`src/rtl/ddsm_ctrl_pkg.sv`:
```
// Shared definitions for the DDSM fractional-word controller.
// Contents:
//   state_t  - controller FSM state encoding
//   C_FRAC_W - default fractional word width
//   C_STEP_W - default ramp step width
package ddsm_ctrl_pkg;

  typedef enum logic [1:0] {
    ST_OFF  = 2'd0,
    ST_SEED = 2'd1,
    ST_RUN  = 2'd2,
    ST_RAMP = 2'd3
  } state_t;

  localparam int unsigned C_FRAC_W = 20;
  localparam int unsigned C_STEP_W = 8;

endpackage

```
`src/rtl/ddsm_frac_ctrl.sv`:
```
// Sequencer for the noise-coupled DDSM datapath.
// Accepts fractional-word updates from the host and applies them at sample
// ticks, either as a jump or as a slew-limited ramp. It also sequences
// modulator start-up: dither seed load, then run enable.
//
// Ports:
//   i_clk, i_rst   clock, synchronous active-high reset
//   i_en           modulator enable request
//   i_tick         modulator sample-enable strobe
//   i_cfg_valid    host config valid      / o_cfg_ready  controller ready
//   i_cfg_frac     target fractional word / i_cfg_step   ramp step (0 = jump)
//   o_frac_word    word to modulator input
//   o_seed_load    one-cycle dither seed load pulse
//   o_mod_run      clock-enable for modulator and output stage
//   o_busy         high in SEED and RAMP
//   o_done         one-cycle pulse when o_frac_word reaches the target
//
// state | meaning
// ------+---------------------------------------------------------------
// OFF   | modulator stopped; host writes load the word directly
// SEED  | waiting for first tick to load the dither seed
// RUN   | modulator running, idle; accepting a new target
// RAMP  | moving the word toward the target, one step per tick
module ddsm_frac_ctrl
  import ddsm_ctrl_pkg::*;
#(
  parameter int unsigned P_FRAC_W = C_FRAC_W,
  parameter int unsigned P_STEP_W = C_STEP_W
) (
  input  logic                i_clk,
  input  logic                i_rst,
  input  logic                i_en,
  input  logic                i_tick,
  input  logic                i_cfg_valid,
  output logic                o_cfg_ready,
  input  logic [P_FRAC_W-1:0] i_cfg_frac,
  input  logic [P_STEP_W-1:0] i_cfg_step,
  output logic [P_FRAC_W-1:0] o_frac_word,
  output logic                o_seed_load,
  output logic                o_mod_run,
  output logic                o_busy,
  output logic                o_done
);

  state_t              r_state;
  state_t              w_state_nxt;
  logic [P_FRAC_W-1:0] r_frac;
  logic [P_FRAC_W-1:0] w_frac_nxt;
  logic [P_FRAC_W-1:0] r_tgt;
  logic [P_FRAC_W-1:0] w_tgt_nxt;
  logic [P_STEP_W-1:0] r_step;
  logic [P_STEP_W-1:0] w_step_nxt;
  logic                r_cfg_ready;
  logic                r_seed;
  logic                r_run;
  logic                r_busy;
  logic                r_done;
  logic                w_seed_nxt;
  logic                w_done_nxt;
  logic                w_hs;
  logic                w_up;
  logic [P_FRAC_W:0]   w_diff;
  logic [P_FRAC_W:0]   w_step_ext;

  assign w_hs       = i_cfg_valid & r_cfg_ready;
  assign w_up       = (r_tgt > r_frac);
  // One extra bit so the magnitude never wraps regardless of direction.
  assign w_diff     = w_up ? ({1'b0, r_tgt} - {1'b0, r_frac})
                           : ({1'b0, r_frac} - {1'b0, r_tgt});
  assign w_step_ext = {{(P_FRAC_W + 1 - P_STEP_W){1'b0}}, r_step};

  always_comb begin
    w_state_nxt = r_state;
    w_frac_nxt  = r_frac;
    w_tgt_nxt   = r_tgt;
    w_step_nxt  = r_step;
    w_seed_nxt  = 1'b0;
    w_done_nxt  = 1'b0;
    case (r_state)
      ST_OFF: begin
        if (w_hs) w_frac_nxt = i_cfg_frac;
        if (i_en) w_state_nxt = ST_SEED;
      end
      ST_SEED: begin
        if (!i_en) begin
          w_state_nxt = ST_OFF;
        end else if (i_tick) begin
          w_state_nxt = ST_RUN;
          w_seed_nxt  = 1'b1;
        end
      end
      ST_RUN: begin
        // A tick coinciding with the handshake is ignored here; the first
        // update lands on the next tick seen in RAMP.
        if (!i_en) begin
          w_state_nxt = ST_OFF;
        end else if (w_hs) begin
          w_tgt_nxt   = i_cfg_frac;
          w_step_nxt  = i_cfg_step;
          w_state_nxt = ST_RAMP;
        end
      end
      ST_RAMP: begin
        if (!i_en) begin
          w_state_nxt = ST_OFF;
        end else if (i_tick) begin
          if ((r_step == '0) || (w_diff <= w_step_ext)) begin
            w_frac_nxt  = r_tgt;
            w_done_nxt  = 1'b1;
            w_state_nxt = ST_RUN;
          end else if (w_up) begin
            w_frac_nxt = r_frac + w_step_ext[P_FRAC_W-1:0];
          end else begin
            w_frac_nxt = r_frac - w_step_ext[P_FRAC_W-1:0];
          end
        end
      end
      default: w_state_nxt = ST_OFF;
    endcase
  end

  // Status outputs are registered from the next state so they track the
  // state register exactly, while still reading 0 during reset.
  always_ff @(posedge i_clk) begin
    if (i_rst) begin
      r_state     <= ST_OFF;
      r_frac      <= '0;
      r_tgt       <= '0;
      r_step      <= '0;
      r_cfg_ready <= 1'b0;
      r_seed      <= 1'b0;
      r_run       <= 1'b0;
      r_busy      <= 1'b0;
      r_done      <= 1'b0;
    end else begin
      r_state     <= w_state_nxt;
      r_frac      <= w_frac_nxt;
      r_tgt       <= w_tgt_nxt;
      r_step      <= w_step_nxt;
      r_cfg_ready <= (w_state_nxt == ST_OFF) || (w_state_nxt == ST_RUN);
      r_seed      <= w_seed_nxt;
      r_run       <= (w_state_nxt == ST_RUN) || (w_state_nxt == ST_RAMP);
      r_busy      <= (w_state_nxt == ST_SEED) || (w_state_nxt == ST_RAMP);
      r_done      <= w_done_nxt;
    end
  end

  assign o_cfg_ready = r_cfg_ready;
  assign o_frac_word = r_frac;
  assign o_seed_load = r_seed;
  assign o_mod_run   = r_run;
  assign o_busy      = r_busy;
  assign o_done      = r_done;

endmodule

```
`config.mk`:
```
export PLATFORM = sky130hd
export DESIGN_NAME = ddsm_frac_ctrl
export DESIGN_NICKNAME = d
export VERILOG_FILES = /design/src/rtl/ddsm_ctrl_pkg.sv /design/src/rtl/ddsm_frac_ctrl.sv
export SDC_FILE = /design/constraint.sdc
export NUM_CORES = 1
export LEC_CHECK = 0
export CORE_MARGIN = 3
export CORE_UTILIZATION = 35
export DETAILED_ROUTE_END_ITERATION = 16
export PLACE_DENSITY = 0.55
export SLEW_MARGIN = 30
export SYNTH_ARGS = -nofsm -noshare
export SYNTH_HDL_FRONTEND = slang
export SYNTH_SLANG_ARGS = --single-unit
```
`constraint.sdc`:
```
create_clock -name i_clk -period 5 [get_ports i_clk]
set_input_delay 1 -clock i_clk [delete_from_list [all_inputs] [get_ports i_clk]]
set_output_delay 1 -clock i_clk [all_outputs]
set_load 0.005 [all_outputs]
```
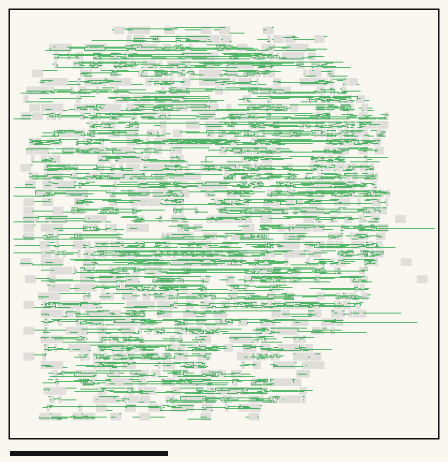
(images/m1.png)
The bar under the picture is 50 um long. Cells faint in the background.
share of all routed wire = 48%
nets with wire on the layer = 951
longest straight run = 58.0 um
wire length on this layer = 10000 um
routed wire length: 20.8 mm
GR Util met1: 31.5%

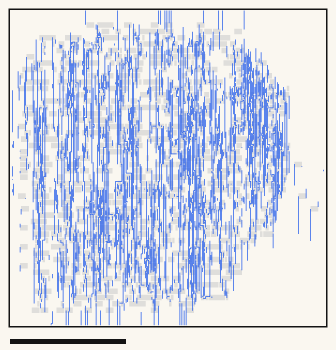
(images/m2.png)
The bar under the picture is 50 um long. Cells faint in the background.
share of all routed wire = 45%
wire length on this layer = 9390 um
longest straight run = 69.0 um
via count: 6197
met2 GRT Util: 36.3%

==> run_results.csv <==
group,metric,value,unit
floorplanning,dieArea,0.0184,sq mm
critical_path,crit_required,5.20,ns
critical_path,crit_arrival,4.97,ns
sta,setup_tns,0,ns
power,pg_comb,0.719,mW
logic_synthesis,yosysTopAreaCell,"dfxtp_1",
final_layout,drive_gt1_share,15.6,%
grt,grt_pass1_wl,32.4,mm
final_layout,layout_top_cell,"nand2_1",
floorplanning,fp.dieH,136,um
sta,slew-limit-headroom,38.8,%
logic_synthesis,ff_type,"dfxtp_1",
critical_path,cp-start-kind,"register",
cts,postCtsSetupRepairBufs,0,
sta,slew_violations,0,
logic_synthesis,fp_nets,903,
floorplanning,taps,216,
grt,overflow,0,
run_status,run_status,"completed",
final_layout,final_util,46.8,%
final_layout,dominant-cell-class,"combinational gates",
final_layout,logic_area,0.00458,sq mm
final_layout,buffers,147,
power,power.internal,0.972,mW
critical_path,max_stage_delay,0.38,ns
grt,grt_pass1_vias,5953,
logic_synthesis,synth-simple-area-share,21.4,%
hold_path,hold_depth,2,
sta,finalHoldViolations,0,
floorplanning,io_pins,58,
routing,top_layer_used,"met4",
logic_synthesis,yosys_warnings,0,
final_layout,nFillCells,1639,
hold_path,whs_endpoint,"r_step[3]$_SDFFE_PP0P_",
final_layout,final_cell_mix,"nand2_1, buf_4, a21oi_1, inv_1, ha_1",
routing,firstDrtPassIters,5,
routing,detail_route.wl_per_cell,18.4,um
critical_path,worst_r2r_endpoint,"o_frac_word[19]$_SDFFE_PP0P_",
placement,place_ws,0.0371,ns
cts,cts_resized,2,
routing,dr_wl_met2,9.39,mm
grt,grtUsageMet3,3.01,%
cts,clk_pin_slew,0.08,ns
logic_synthesis,topCellsByArea,"dfxtp_1, ha_1, a21oi_1",
placement,place.gp.congestion,0.955,
critical_path,worstSetupEndpointType,"register",
placement,port_buffers,57,
power,switchingPower,0.577,mW
sta,fin_ws,0.235,ns
final_layout,fin_nets,1018,
floorplanning,rows,46,
routing,wl_met3,980,um
routing,drc_errors,0,
sta,fin_hold_ws,0.472,ns
logic_synthesis,yosys.area.top_type_share,18.4,%
power,seqPwrFrac,28.7,%
final_layout,clkCellAreaFrac,2.05,%
sta,finalSetupViolations,0,
placement,dpl.hpwl,16.4,mm
floorplanning,core,0.0162,sq mm
logic_synthesis,adder_share,15.7,%
power,pg_clk,0.386,mW
final_layout,register_area,0.00108,sq mm
critical_path,crit_fanout,7,
cts,clk_path_buf_depth,2,
final_layout,nMultiInputCombCells,644,
cts,cts-htree-levels,2,
flow_run,tool_warnings,47,
routing,drt_iter0_markers,480,
cts,cts_buffers,5,
critical_path,crit_path_cell_trace,"inv_1 > ha_1 > nor2b_1 > o31a_1 > o311ai_4 > a31o_4 > a21oi_4 > buf_4 > mux2i_4 > ha_1 > nor2b_1 > o211ai_1 > a31oi_1 > a211oi_2 > buf_4 > o21a_1 > nor3b_1 > nor3_1 > o21ai_0 > xnor2_1 > o211ai_1 > a22o_1",
logic_synthesis,edf_count,0,
logic_synthesis,logic_family,"AND-OR/OR-AND gates",
grt,grt_max_degree,42,
logic_synthesis,aoi_share,28.3,%
final_layout,seq_share,14.3,%
critical_path,r2r_slack,0.23,ns
routing,drtAntennaViolNets,0,
critical_path,cp-startpoint,"o_frac_word[1]$_SDFFE_PP0P_",
logic_synthesis,netlist_top_cells_count,"nand2_1, a21oi_1, ha_1",
power,p_clk_share,24.9,%
grt,track_usage,22.3,%
logic_synthesis,syn_inst,798,
hold_path,hold_start,"r_step[3]$_SDFFE_PP0P_",
final_layout,num-nonclk-inverters,61,
power,power_density,205,mW/mm^2
floorplanning,dieWidth,136,um
final_layout,buf_share,16.6,%
final_layout,insertedDiodeCount,0,
logic_synthesis,ys_seq_share,18.4,%
Power figures rest on the tool's default switching activity, not on a simulated workload.
